Design csr_unit_flat, sky130hd; sources not shown.
**Run 1: cell area per tile**

(2 px per um) 18 x 13 tiles, from black (low) to pale yellow (high), 0 to 100% covered.
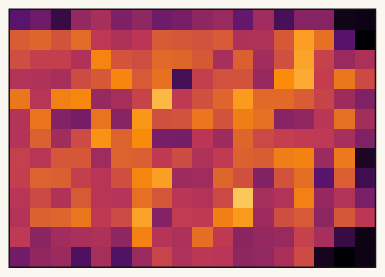
tiles over 75% full: 4.7%
mean over tiles: 50%
nearly empty tiles: 0.90%
fullest tile: 88%
emptiest ninth of the die: lower right
Core Box Area: 0.0220 mm2
fp_density: 0.403
Util after Layout: 0.552

**Run 1: pin map**

(2 px per um) Pins as bars across the die edge, other pins in gray.
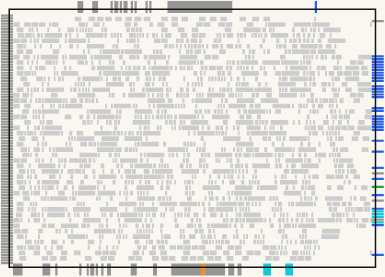
| port | color | pins | direction | edge |
|---|---|---|---|---|
| `bus_csr_addr` | cyan | 12 | input | 8 bottom, 4 right |
| `irq_tmr` | green | 1 | input | right |
| `trap_target` | blue | 32 | output | 31 right, 1 top |
| `bus_csr_op` | orange | 2 | input | bottom |
all pins by edge: 92 left, 65 bottom, 52 top, 40 right
x dimension of the die: 182 um
height of the die: 128 um

**Run 1: clock routing**

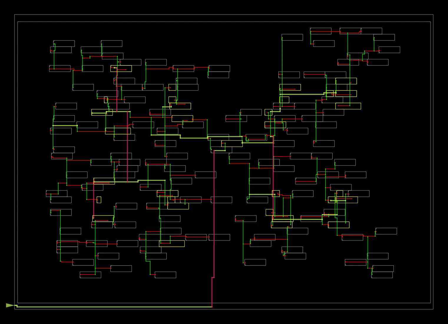
number of sequential cells: 130
clk_buf instances: 18
Fin Clk Skew: 0.00982 ns
later-pin clock latency in the skew report: 0.43 ns

==> results.txt <==
Synthesis and PnR results.

- The run finished with clean final reports.
- The number of placement rows is 45.
- The data arrival time at the worst-slack endpoint is 4.20 ns.
- Looking at the max-slew report, the worst-margin pin has a slew of 1.08 ns.
- The H-tree depth reads 4.
- The count of buffers added on input and output ports is 239.
- The number of hold violations in the final report reads 0.
- The maximum clock path buffer count is 2.
- In this run the maximum-capacitance check reported violations numbering 0.
- The number of clock buffers inserted by TritonCTS is 17.
- The number of flip-flops and latches in the synthesized netlist is 130.
- The number of warnings in the stage logs reads 34.
- Per the slew report, the remaining headroom to the max-slew limit stands at 0.281.
- The overall die area is 0.0234 mm2.
- The kind of path behind the tightest hold check is flop to flop.
- The synthesized netlist cell count reads roughly 1400.
- The power per cell area reads 217 mW/mm2.
- The average footprint of a synthesized cell is 6.51 um2.
- The detailed placer reported the number of placed instances as 1858.
- The clock sink count is 130.
- The filler-free cell count of the finished design reads 1891.
- Across every metal layer, demand over resource in global routing totals 0.308.
- The dominant cell type by count on the critical path is sky130_fd_sc_hd__clkdlybuf4s50_1.
- The count of routing violations after the opening detailed-route iteration is between 1000 and 1500.
- The routed design has 35300 um of wire.
- The hold-fix buffer count after cts is 0.
- The via total after detailed routing reads 9908.
- The report puts the cell count of the worst reg-to-reg path at 12.
- From synthesis to final layout, the design area changed by 36.9%.
- Setup repair after global routing left no endpoint under its margin.
- The highest supply drop recorded on VDD is 0.221 mV.
- Yosys reported that registers with async set or reset make up 1.00.
- For this run, the register share of the synthesized area comes to 0.366.
- The final timing report counts setup violations totalling 0.
- The yosys stat chip area is 0.00888 mm2.
- The net count reported at finish is 1728.
- The netlist area before placement reads ~0.009 mm2.
- The top cell types in the final layout, fill and taps aside, are sky130_fd_sc_hd__nand2_1, sky130_fd_sc_hd__clkdlybuf4s50_1, sky130_fd_sc_hd__nand3_1.
- The number of antenna violations at the first check in global routing is 2.
- Dividing the final minimum period by the clock period gives 0.944.
- The worst hold path passes through 2 cells.
- The time the worst path needs with I/O delays and setup is 5.33 ns.
- After detailed routing, the number of remaining DRC violations is 0.
- The aggregate global routing overflow is 0.
- Per the timing report, the biggest fanout along the worst path comes to 4.
- The kind of end point of the critical path reads a primary output.
- Looking at the critical path, the single cell with the biggest stage delay is sky130_fd_sc_hd__clkdlybuf4s50_1.
- The netlist uses 37 different library cells.
- The register clock-pin slew on the reported worst setup and hold paths reads 0.06 ns.
- The HPWL after detailed placement is about 27000 um.
- The longest incremental delay of any stage on the critical path is reported as 0.69 ns.
- Before antenna repair, the detailed router went through 5 iterations.
- The number of global-route vias before repair is 9002.
- The pin count of the biggest net entering global routing reads 110.
- The required arrival time at the worst endpoint reads 4.52 ns.
- The number of nets with antenna violations after routing is 0.
- The leakage power reads 6.00 nW.
- The highest-count logic cell in the final layout is sky130_fd_sc_hd__nand2_1.
- The critical path goes through clkdlybuf4s50_1, nand2_1, nand3_2, ha_1, fa_1, a21oi_1, o21ai_0, and3_1, nand4_1, nor2_1, xor2_1, clkdlybuf4s50_1.
- In the routed layout, each cell is associated on average with a via count of 5.24.
- Counting pins that exceed their max-slew limit in the final report gives 0.
- The number of enable flip-flop cells is 0.
- For this sky-water flow run, the detailed-routed wirelength per cell is reported as about 19 um.
- The primary flip-flop cell chosen by synthesis mapping is sky130_fd_sc_hd__dfrtp_1.
- The first-pass GRT wire length is ~54000 um.
- The routability congestion estimate from global placement reads 0.906.
- The buffer and inverter count on the worst path reads 2.
- The critical path's top delay family reads buffers and inverters.
- The element type at the critical path start is an input pin.
- In the final layout, the share of cells above drive strength 1 is 0.102.
- The library cell used as clock root buffer reads sky130_fd_sc_hd__clkbuf_16.
- The cell count along the critical path reads 12.
- The type of the worst setup path is input pin to primary output.
- The warning tally printed by Yosys for this design is 0.
- The timing-limited maximum frequency reads 0.187 GHz.
- The CTS tree reads yes.
- The worst hold slack after final layout reads 0.477 ns.
- The synth_stat.txt file lists the number of cells as 1364.
- The sum of negative setup slack is 0 ns.
- The overall power after layout reads 2.64 mW.
- The minimum setup slack among reg-to-reg paths reads 2.96 ns.
- The number of placed I/O pins reads roughly 250.
[run 1: cells by family (layout without fill, tap and decap cells)]
logic type	after synthesis	count (layout)	share of synthesized area
flip-flops	130	130	0.366
other	1	5	0.000422
adder cells (fa/ha/maj)	5	5	0.00789
buffers and inverters	170	388	0.0809
AND/OR/NAND/NOR	868	868	0.420
XOR/XNOR	26	26	0.0256
AND-OR/OR-AND	164	164	0.0989
[run 1: area by class of cell]
| type | instances | area, um2 |
|---|---|---|
| sequential | 130 | 3250 |
| multi-input combinational | 1067 | 4920 |
| clock inverter | 14 | 184 |
| timing repair buffer | 259 | 2620 |
| tap | 305 | 382 |
| clock buffer | 18 | 429 |
| antenna | 1 | 2.50 |
| fill | 2193 | 9860 |
| inverter | 97 | 367 |
[run 1: routing by layer]
| metal | up-vias | GRT usage | share of wire |
|---|---|---|---|
| li1 | 4751 | - | - |
| met5 | - | 0 | 0.00034 |
| met4 | 2 | 0.0771 | 0.014 |
| met3 | 31 | 0.0830 | 0.11 |
| met2 | 535 | 0.392 | 0.37 |
| met1 | 4589 | 0.492 | 0.50 |
[run 1: per-stage QoR]
| step | setup slack, ns | cell area (um2) |
|---|---|---|
| after floorplan | 1.05 | 8890 |
| after CTS | 0.278 | 12200 |
| final | 0.316 | 12200 |
| after detailed placement | 0.300 | 11500 |
| after global placement | 0.316 | 11500 |
| after global routing | 0.0218 | 12200 |
[run 1: power by group]
group / internal [mW] / switching [mW]
clock: 0.701 / 0.454
sequential: 0.981 / 0.0535
combinational: 0.194 / 0.256
total: 1.88 / 0.763
[run 1: tightest hold or removal path: cells and delay by family (launching register included)]
family        cells  cell delay, ns
simple gates      2            0.10
flops             1            0.35
[run 1: synth_stat cells (2+ instances only)]
library cell,number,area share
sky130_fd_sc_hd__a21oi_1,10,0.0056
sky130_fd_sc_hd__buf_1,4,0.0017
sky130_fd_sc_hd__nor2_1,97,0.041
sky130_fd_sc_hd__o21ai_1,45,0.025
sky130_fd_sc_hd__o21ai_0,90,0.051
sky130_fd_sc_hd__nor2_2,7,0.0049
sky130_fd_sc_hd__nor4_1,5,0.0035
sky130_fd_sc_hd__clkbuf_1,37,0.016
sky130_fd_sc_hd__buf_2,22,0.012
sky130_fd_sc_hd__nand2_1,520,0.22
sky130_fd_sc_hd__o21ai_2,10,0.0099
sky130_fd_sc_hd__nand3_2,2,0.0023
sky130_fd_sc_hd__nand2_2,13,0.0092
sky130_fd_sc_hd__nor3_1,9,0.0051
sky130_fd_sc_hd__or2_2,53,0.037
sky130_fd_sc_hd__nor2_4,6,0.0076
sky130_fd_sc_hd__dfrtp_1,130,0.37
sky130_fd_sc_hd__inv_1,85,0.036
sky130_fd_sc_hd__nand3_1,145,0.082
sky130_fd_sc_hd__a211oi_1,4,0.0034
sky130_fd_sc_hd__xor2_1,25,0.025
sky130_fd_sc_hd__nand4_1,10,0.0070
sky130_fd_sc_hd__ha_1,4,0.0056
sky130_fd_sc_hd__buf_4,7,0.0059
sky130_fd_sc_hd__buf_6,2,0.0025
sky130_fd_sc_hd__inv_2,11,0.0046
[run 1: timing repair]
item / CTS / global route
resized: 0 / 1
setup buffers: 0 / 0
endpoints found under the setup margin: 0 / 1
No activity file was given, so power comes from the tool's default toggle rates.
